[src/rtl/booth_ctrl_param_if.sv]
// Handshake/control bundle between the multdiv datapath and the radix-4 Booth sequencer.
// Optional abort signal is present only when BOOTH_CTRL_ABORT_EN is defined.
interface booth_ctrl_param_if #(
    parameter int unsigned WIDTH = 32
);
    localparam int unsigned CW = $clog2(WIDTH / 2 + 2);

    logic          start;
    logic          is_signed;
    logic [2:0]    in;
`ifdef BOOTH_CTRL_ABORT_EN
    logic          abort;
`endif
    logic          load;
    logic          aos;
    logic          sm;
    logic          nop;
    logic          shift_en;
    logic          busy;
    logic          done;
    logic [CW-1:0] count;

`ifdef BOOTH_CTRL_ABORT_EN
    modport master (
        output start, is_signed, in, abort,
        input  load, aos, sm, nop, shift_en, busy, done, count
    );
    modport slave (
        input  start, is_signed, in, abort,
        output load, aos, sm, nop, shift_en, busy, done, count
    );
`else
    modport master (
        output start, is_signed, in,
        input  load, aos, sm, nop, shift_en, busy, done, count
    );
    modport slave (
        input  start, is_signed, in,
        output load, aos, sm, nop, shift_en, busy, done, count
    );
`endif
endinterface

[src/rtl/booth_ctrl_param.sv]
// Radix-4 Booth sequencer for the multdiv multiplier datapath, any even WIDTH >= 4.
// Signed mode runs WIDTH/2 iterations, unsigned mode WIDTH/2+1 (zero-extended multiplier).
// Optional feature: define BOOTH_CTRL_ABORT_EN to add an abort input that cancels
// an operation in LOAD or ITER without a done pulse.
module booth_ctrl_param #(
    parameter int unsigned WIDTH = 32
) (
    input  logic              clk,
    input  logic              clr_n,
    booth_ctrl_param_if.slave bus
);
    localparam int unsigned CW     = $clog2(WIDTH / 2 + 2);
    localparam int unsigned N_S    = WIDTH / 2;
    localparam int unsigned N_U    = WIDTH / 2 + 1;
    localparam logic [CW-1:0] LAST_S = CW'(N_S - 1);
    localparam logic [CW-1:0] LAST_U = CW'(N_U - 1);

    localparam logic [1:0] ST_IDLE = 2'd0;
    localparam logic [1:0] ST_LOAD = 2'd1;
    localparam logic [1:0] ST_ITER = 2'd2;
    localparam logic [1:0] ST_DONE = 2'd3;

    logic [1:0]    state_q,  state_nxt;
    logic [CW-1:0] count_q,  count_nxt;
    logic [CW-1:0] last_q,   last_nxt;
    logic          load_q,   load_nxt;
    logic          shift_q,  shift_nxt;
    logic          busy_q,   busy_nxt;
    logic          done_q,   done_nxt;
    logic          abort_hit;
    logic          aos_c;
    logic          sm_c;
    logic          nop_c;

    // Abort request qualifier; only consulted from LOAD and ITER
`ifdef BOOTH_CTRL_ABORT_EN
    assign abort_hit = bus.abort;
`else
    assign abort_hit = 1'b0;
`endif

    // State, iteration counter and registered Moore outputs
    always_ff @(posedge clk) begin
        if (!clr_n) begin
            state_q <= ST_IDLE;
            count_q <= '0;
            last_q  <= '0;
            load_q  <= 1'b0;
            shift_q <= 1'b0;
            busy_q  <= 1'b0;
            done_q  <= 1'b0;
        end else begin
            state_q <= state_nxt;
            count_q <= count_nxt;
            last_q  <= last_nxt;
            load_q  <= load_nxt;
            shift_q <= shift_nxt;
            busy_q  <= busy_nxt;
            done_q  <= done_nxt;
        end
    end

    // Next-state, counter update and next values of the registered outputs
    always_comb begin
        state_nxt = state_q;
        count_nxt = count_q;
        last_nxt  = last_q;
        case (state_q)
            ST_IDLE: begin
                if (bus.start) begin
                    state_nxt = ST_LOAD;
                    last_nxt  = bus.is_signed ? LAST_S : LAST_U;
                end
            end
            ST_LOAD: begin
                if (abort_hit) begin
                    state_nxt = ST_IDLE;
                end else begin
                    count_nxt = '0;
                    state_nxt = ST_ITER;
                end
            end
            ST_ITER: begin
                if (abort_hit) begin
                    state_nxt = ST_IDLE;
                end else begin
                    count_nxt = count_q + CW'(1);
                    if (count_q == last_q) begin
                        state_nxt = ST_DONE;
                    end
                end
            end
            ST_DONE: begin
                state_nxt = ST_IDLE;
            end
            default: begin
                state_nxt = ST_IDLE;
            end
        endcase
        load_nxt  = (state_nxt == ST_LOAD);
        shift_nxt = (state_nxt == ST_ITER);
        busy_nxt  = (state_nxt != ST_IDLE);
        done_nxt  = (state_nxt == ST_DONE);
    end

    // Booth window decode; forced to no-op outside ITER
    always_comb begin
        aos_c = 1'b0;
        sm_c  = 1'b0;
        nop_c = 1'b1;
        if (state_q == ST_ITER) begin
            nop_c = 1'b0;
            case (bus.in)
                3'b000, 3'b111: nop_c = 1'b1;
                3'b001, 3'b010: begin end
                3'b011:         sm_c  = 1'b1;
                3'b100: begin
                    aos_c = 1'b1;
                    sm_c  = 1'b1;
                end
                3'b101, 3'b110: aos_c = 1'b1;
                default:        nop_c = 1'b1;
            endcase
        end
    end

    assign bus.load     = load_q;
    assign bus.shift_en = shift_q;
    assign bus.busy     = busy_q;
    assign bus.done     = done_q;
    assign bus.count    = count_q;
    assign bus.aos      = aos_c;
    assign bus.sm       = sm_c;
    assign bus.nop      = nop_c;
endmodule

[src/flat_wrapper.sv]
// flat-port wrapper written by rule: the top's interface ports become plain ports
module booth_ctrl_param_flat 
#(
    parameter int unsigned WIDTH = 32
)
  (clk, clr_n, bus_start, bus_is_signed, bus_in, bus_load, bus_aos, bus_sm, bus_nop, bus_shift_en, bus_busy, bus_done, bus_count);
  booth_ctrl_param_if #(.WIDTH(WIDTH)) bus_i ();
  input  logic clk;
  input  logic clr_n;
  input wire logic [$bits(bus_i.start)-1:0] bus_start;
  input wire logic [$bits(bus_i.is_signed)-1:0] bus_is_signed;
  input wire logic [$bits(bus_i.in)-1:0] bus_in;
  output wire logic [$bits(bus_i.load)-1:0] bus_load;
  output wire logic [$bits(bus_i.aos)-1:0] bus_aos;
  output wire logic [$bits(bus_i.sm)-1:0] bus_sm;
  output wire logic [$bits(bus_i.nop)-1:0] bus_nop;
  output wire logic [$bits(bus_i.shift_en)-1:0] bus_shift_en;
  output wire logic [$bits(bus_i.busy)-1:0] bus_busy;
  output wire logic [$bits(bus_i.done)-1:0] bus_done;
  output wire logic [$bits(bus_i.count)-1:0] bus_count;
  assign bus_i.start = bus_start;
  assign bus_i.is_signed = bus_is_signed;
  assign bus_i.in = bus_in;
  assign bus_load = bus_i.load;
  assign bus_aos = bus_i.aos;
  assign bus_sm = bus_i.sm;
  assign bus_nop = bus_i.nop;
  assign bus_shift_en = bus_i.shift_en;
  assign bus_busy = bus_i.busy;
  assign bus_done = bus_i.done;
  assign bus_count = bus_i.count;
  booth_ctrl_param #(.WIDTH(WIDTH)) u_core (.clk(clk), .clr_n(clr_n), .bus(bus_i));
endmodule
[config.mk]
export PLATFORM = sky130hd
export DESIGN_NAME = booth_ctrl_param_flat
export DESIGN_NICKNAME = d
export VERILOG_FILES = /design/src/rtl/booth_ctrl_param_if.sv /design/src/rtl/booth_ctrl_param.sv /design/src/flat_wrapper.sv
export SDC_FILE = /design/constraint.sdc
export NUM_CORES = 1
export LEC_CHECK = 0
export ABC_AREA = 1
export CORE_MARGIN = 10
export CORE_UTILIZATION = 39
export CTS_CLUSTER_SIZE = 30
export DETAILED_ROUTE_END_ITERATION = 16
export HOLD_SLACK_MARGIN = 0.08
export PLACE_DENSITY = 0.72
export SETUP_SLACK_MARGIN = 0.05
export SLEW_MARGIN = 15
export SYNTH_ARGS = -nofsm -noshare
export SYNTH_HDL_FRONTEND = slang
export SYNTH_SLANG_ARGS = --single-unit
[constraint.sdc]
create_clock -name clk -period 1.6 [get_ports clk]
set_clock_uncertainty 0.2 [all_clocks]
set_input_delay 0.32 -clock clk [delete_from_list [all_inputs] [get_ports clk]]
set_output_delay 0.32 -clock clk [all_outputs]
set_load 0.02 [all_outputs]
### Register map, names as in the netlist

Scale bar: 20 microns. Other sequential cells in the stronger grey, the rest of the logic in the fainter grey.
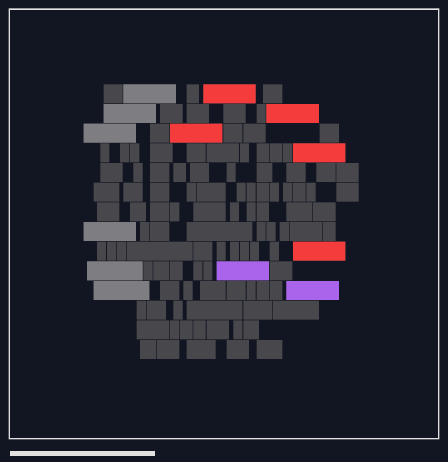
legend:
  `u_core.last_q`:
    colour: purple
    placed_flops: 2
  `u_core.bus.count`:
    colour: red
    placed_flops: 5
not coloured: 6

### Metal 1

Scale bar: 20 microns. Supply wires on this layer in grey. Cells faint in the background.
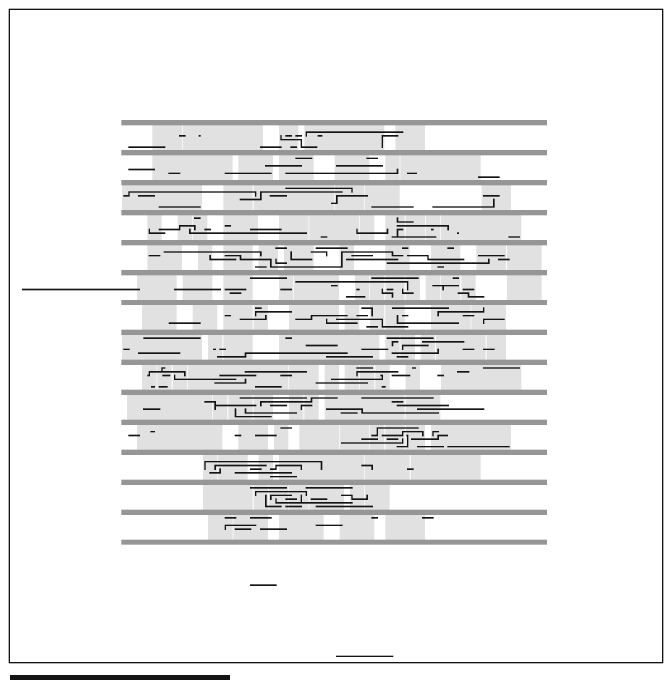
share of all routed wire: 38%
longest straight run: 11.5 microns
wire length on this layer: 590 microns
nets with wire on the layer: 111
main direction: horizontal
met1 usage in global routing: 0.09830
count of vias placed by the detailed router: 631
final wirelength: 1555 microns

### Port wiring

Scale bar: 20 microns.
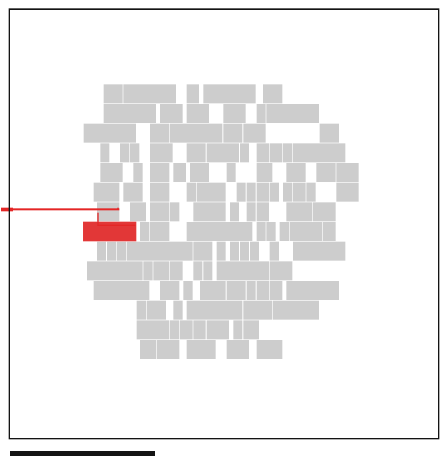
legend:
  `bus_shift_en`:
    colour: red
    bits: 1
    direction: output
    edge: west
    end_cells: 1
    buffers: 1
    wire: 21.4 microns
Port Buf Inserts: 18
io pins: 19

==> results.py <==
# Synthesis and PnR figures
metrics = {
    "status": {
        "run_status": "finished, violations left",
        "failed_checks": "setup timing",
    },
    "placement": {
        "globalplace.congestion": 0.8404,
        "dp_slack_ns": -0.6727,
        "placed_cells_incl_taps": 126,
        "dp.final_hpwl_microns": 1140,
    },
    "logic_synthesis": {
        "yosysChipArea_sq_um": 599.3,
        "syn_inst": 81,
        "synth.top_cell.area_share": 0.4342,
        "unique_cell_type_count_in_the_yosys_netlist": 16,
        "synth.ff_latch_count": 13,
        "synth-cells-yosys": 81,
        "synth.top_cells.by_area": "sky130_fd_sc_hd__dfxtp_1 43%, sky130_fd_sc_hd__nand2_1 11%, sky130_fd_sc_hd__ha_1 8.4%, sky130_fd_sc_hd__inv_1 6.9%, sky130_fd_sc_hd__nor2_1 6.3%",
        "synth-seq-area-share": 0.4342,
        "synthesis.area_sq_um": 599.3,
    },
    "detailed_routing": {
        "antenna_violating_nets_post_route": 0,
        "drt_pre_antenna_iters": 4,
        "route.detailed.wl_per_inst_microns": 11.78,
    },
    "global_routing": {
        "globalRouteOverflowTotal": 0,
        "track_usage": 0.09309,
        "via_count_of_the_first_global_routing_pass": 633,
        "grt_pass1_wl_microns": 2580,
    },
    "worst_setup_path": {
        "worst-r2r-setup-slack_ns": 0.06,
        "cp_max_fo": 4,
        "timing.rr.start": "u_core.state_q[0]",
        "worstSetupStartpointType": "flip-flop",
        "worst_setup_path_endpoint": "bus_sm",
        "startpoint_to_endpoint_class_of_the_critical_path": "flip-flop to output pin",
        "critPathCaptureType": "output pin",
        "required_arrival_time_at_the_worst_endpoint_ns": 1.08,
        "worst_setup_path_startpoint": "u_core.state_q[0]",
    },
    "sta": {
        "worst_slack_on_hold_paths_ns": 0.3079,
        "tightest_slew_ns": 0.2033,
        "slew_headroom": 0.8630,
        "grt_setup_unrepaired": "yes",
        "setup-violations-final": 2,
        "min_period_over_period": 1.060,
        "max_freq_mhz": 589.6,
        "finalWorstSetupSlack_ns": -0.09616,
        "finalHoldViolCount": 0,
    },
    "cts": {
        "cts.clk_slew.worst_paths_ns": 0.08,
        "cts_tree": "built",
        "longest_clk_path_bufs": 2,
        "clkSinkCount": 13,
        "cts-htree-levels": 1,
        "cts_root_buffer": "sky130_fd_sc_hd__clkbuf_4",
        "tritoncts.num_buffers": 3,
    },
    "cells_and_area": {
        "filler_cell_count": 133,
        "layout-drive-gt1-share": 0.3362,
        "insertedDiodeCount": 0,
    },
    "die": {
        "fp_util": 0.4073,
        "core_area_sq_mm": 0.001471,
        "dieWidth_microns": 59.20,
        "floorplan.die_area_sq_mm": 0.003505,
        "die_h_microns": 59.20,
    },
    "pwr": {
        "vdd_drop_max_mv": 0.7722,
        "cellLeakagePower_nw": 0.4736,
    },
    "hold_path": {
        "hold_class": "flip-flop to flip-flop",
        "worst_hold_startpoint": "u_core.last_q[3]",
        "hold_crit_depth": 2,
    },
    "run": {
        "warning_count": 30,
        "max_cap_violations": 0,
    },
}
cell families after synthesis:
| logic type | share of synthesized area |
|---|---|
| simple gates | 0.2881 |
| fa+ha+maj | 0.08351 |
| flops | 0.4342 |
| compound gates | 0.1023 |
| xor+xnor | 0.01462 |
| buf+inv | 0.07724 |
cell type report:
| cell class | count | area (sq um) | area share |
|---|---|---|---|
| Multi-Input combinational cell | 56 | 369.1 | 0.3720 |
| Clock buffer | 4 | 26.28 | 0.02648 |
| Tap cell | 16 | 20.02 | 0.02018 |
| Sequential cell | 13 | 262.8 | 0.2648 |
| Inverter | 11 | 43.79 | 0.04414 |
| Timing Repair Buffer | 32 | 270.3 | 0.2724 |
registers in the layout (all words and copies together), names as in the netlist:
signal,flops
u_core.bus.busy,1
u_core.bus.done,1
u_core.last_q,2
u_core.bus.load,1
u_core.state_q,2
u_core.bus.count,5
u_core.bus.shift_en,1
power breakdown:
| group | switching (mW) | leakage, nW | total (mW) | internal, mW |
|---|---|---|---|---|
| Clock | 0.105 | 0.0150 | 0.202 | 0.0969 |
| Combinational | 0.248 | 0.352 | 0.470 | 0.222 |
| Sequential | 0.0210 | 0.107 | 0.394 | 0.373 |
through the flow:
step           setup TNS (ns)  instance area (sq um)  power (mW)
4_1_cts               -0.1496                  954.7       1.048
3_3_place_gp           -1.901                  898.4      0.8061
2_1_floorplan               0                  613.1      0.6128
5_1_grt               -0.2203                  992.2       1.142
3_5_place_dp           -2.013                  898.4      0.8126
6_report              -0.1031                  992.2       1.066
cells in the mapped netlist:
library cell               number
sky130_fd_sc_hd__nand2_1       18
sky130_fd_sc_hd__dfxtp_1       13
sky130_fd_sc_hd__inv_1         11
sky130_fd_sc_hd__nor2_1        10
sky130_fd_sc_hd__o21ai_0        5
sky130_fd_sc_hd__ha_1           4
sky130_fd_sc_hd__nand3_1        4
sky130_fd_sc_hd__nor3_1         4
sky130_fd_sc_hd__a21oi_1        3
sky130_fd_sc_hd__nand2_2        2
sky130_fd_sc_hd__nor3b_1        2
sky130_fd_sc_hd__a21boi_0       1
sky130_fd_sc_hd__a31oi_1        1
sky130_fd_sc_hd__buf_2          1
sky130_fd_sc_hd__o31ai_1        1
sky130_fd_sc_hd__xnor2_1        1
metal layers:
layer  part of all wire  wire length [microns]  vias up  track usage
met2               0.53                    821       12       0.1516
met1               0.38                    590      283      0.09830
li1                   -                      -      332            -
met5                  0                      0        -            0
met4              0.011                     17        0      0.01967
met3              0.081                    126        4      0.06009
worst max-delay path, stage by stage (launching register included):
cell and delay, ns:
sky130_fd_sc_hd__dfxtp_2 0.32, sky130_fd_sc_hd__inv_2 0.06, sky130_fd_sc_hd__ha_4 0.16, sky130_fd_sc_hd__inv_4 0.05, sky130_fd_sc_hd__o31ai_4 0.16, sky130_fd_sc_hd__buf_6 0.15
what timing repair did:
item                                    4_1_cts  5_1_grt
setup buffers                                 2        2
pin swaps                                     7        4
resized                                      41       11
hold buffers                                  0        0
endpoints found under the setup margin       17        6
Power figures rest on the tool's default switching activity, not on a simulated workload.
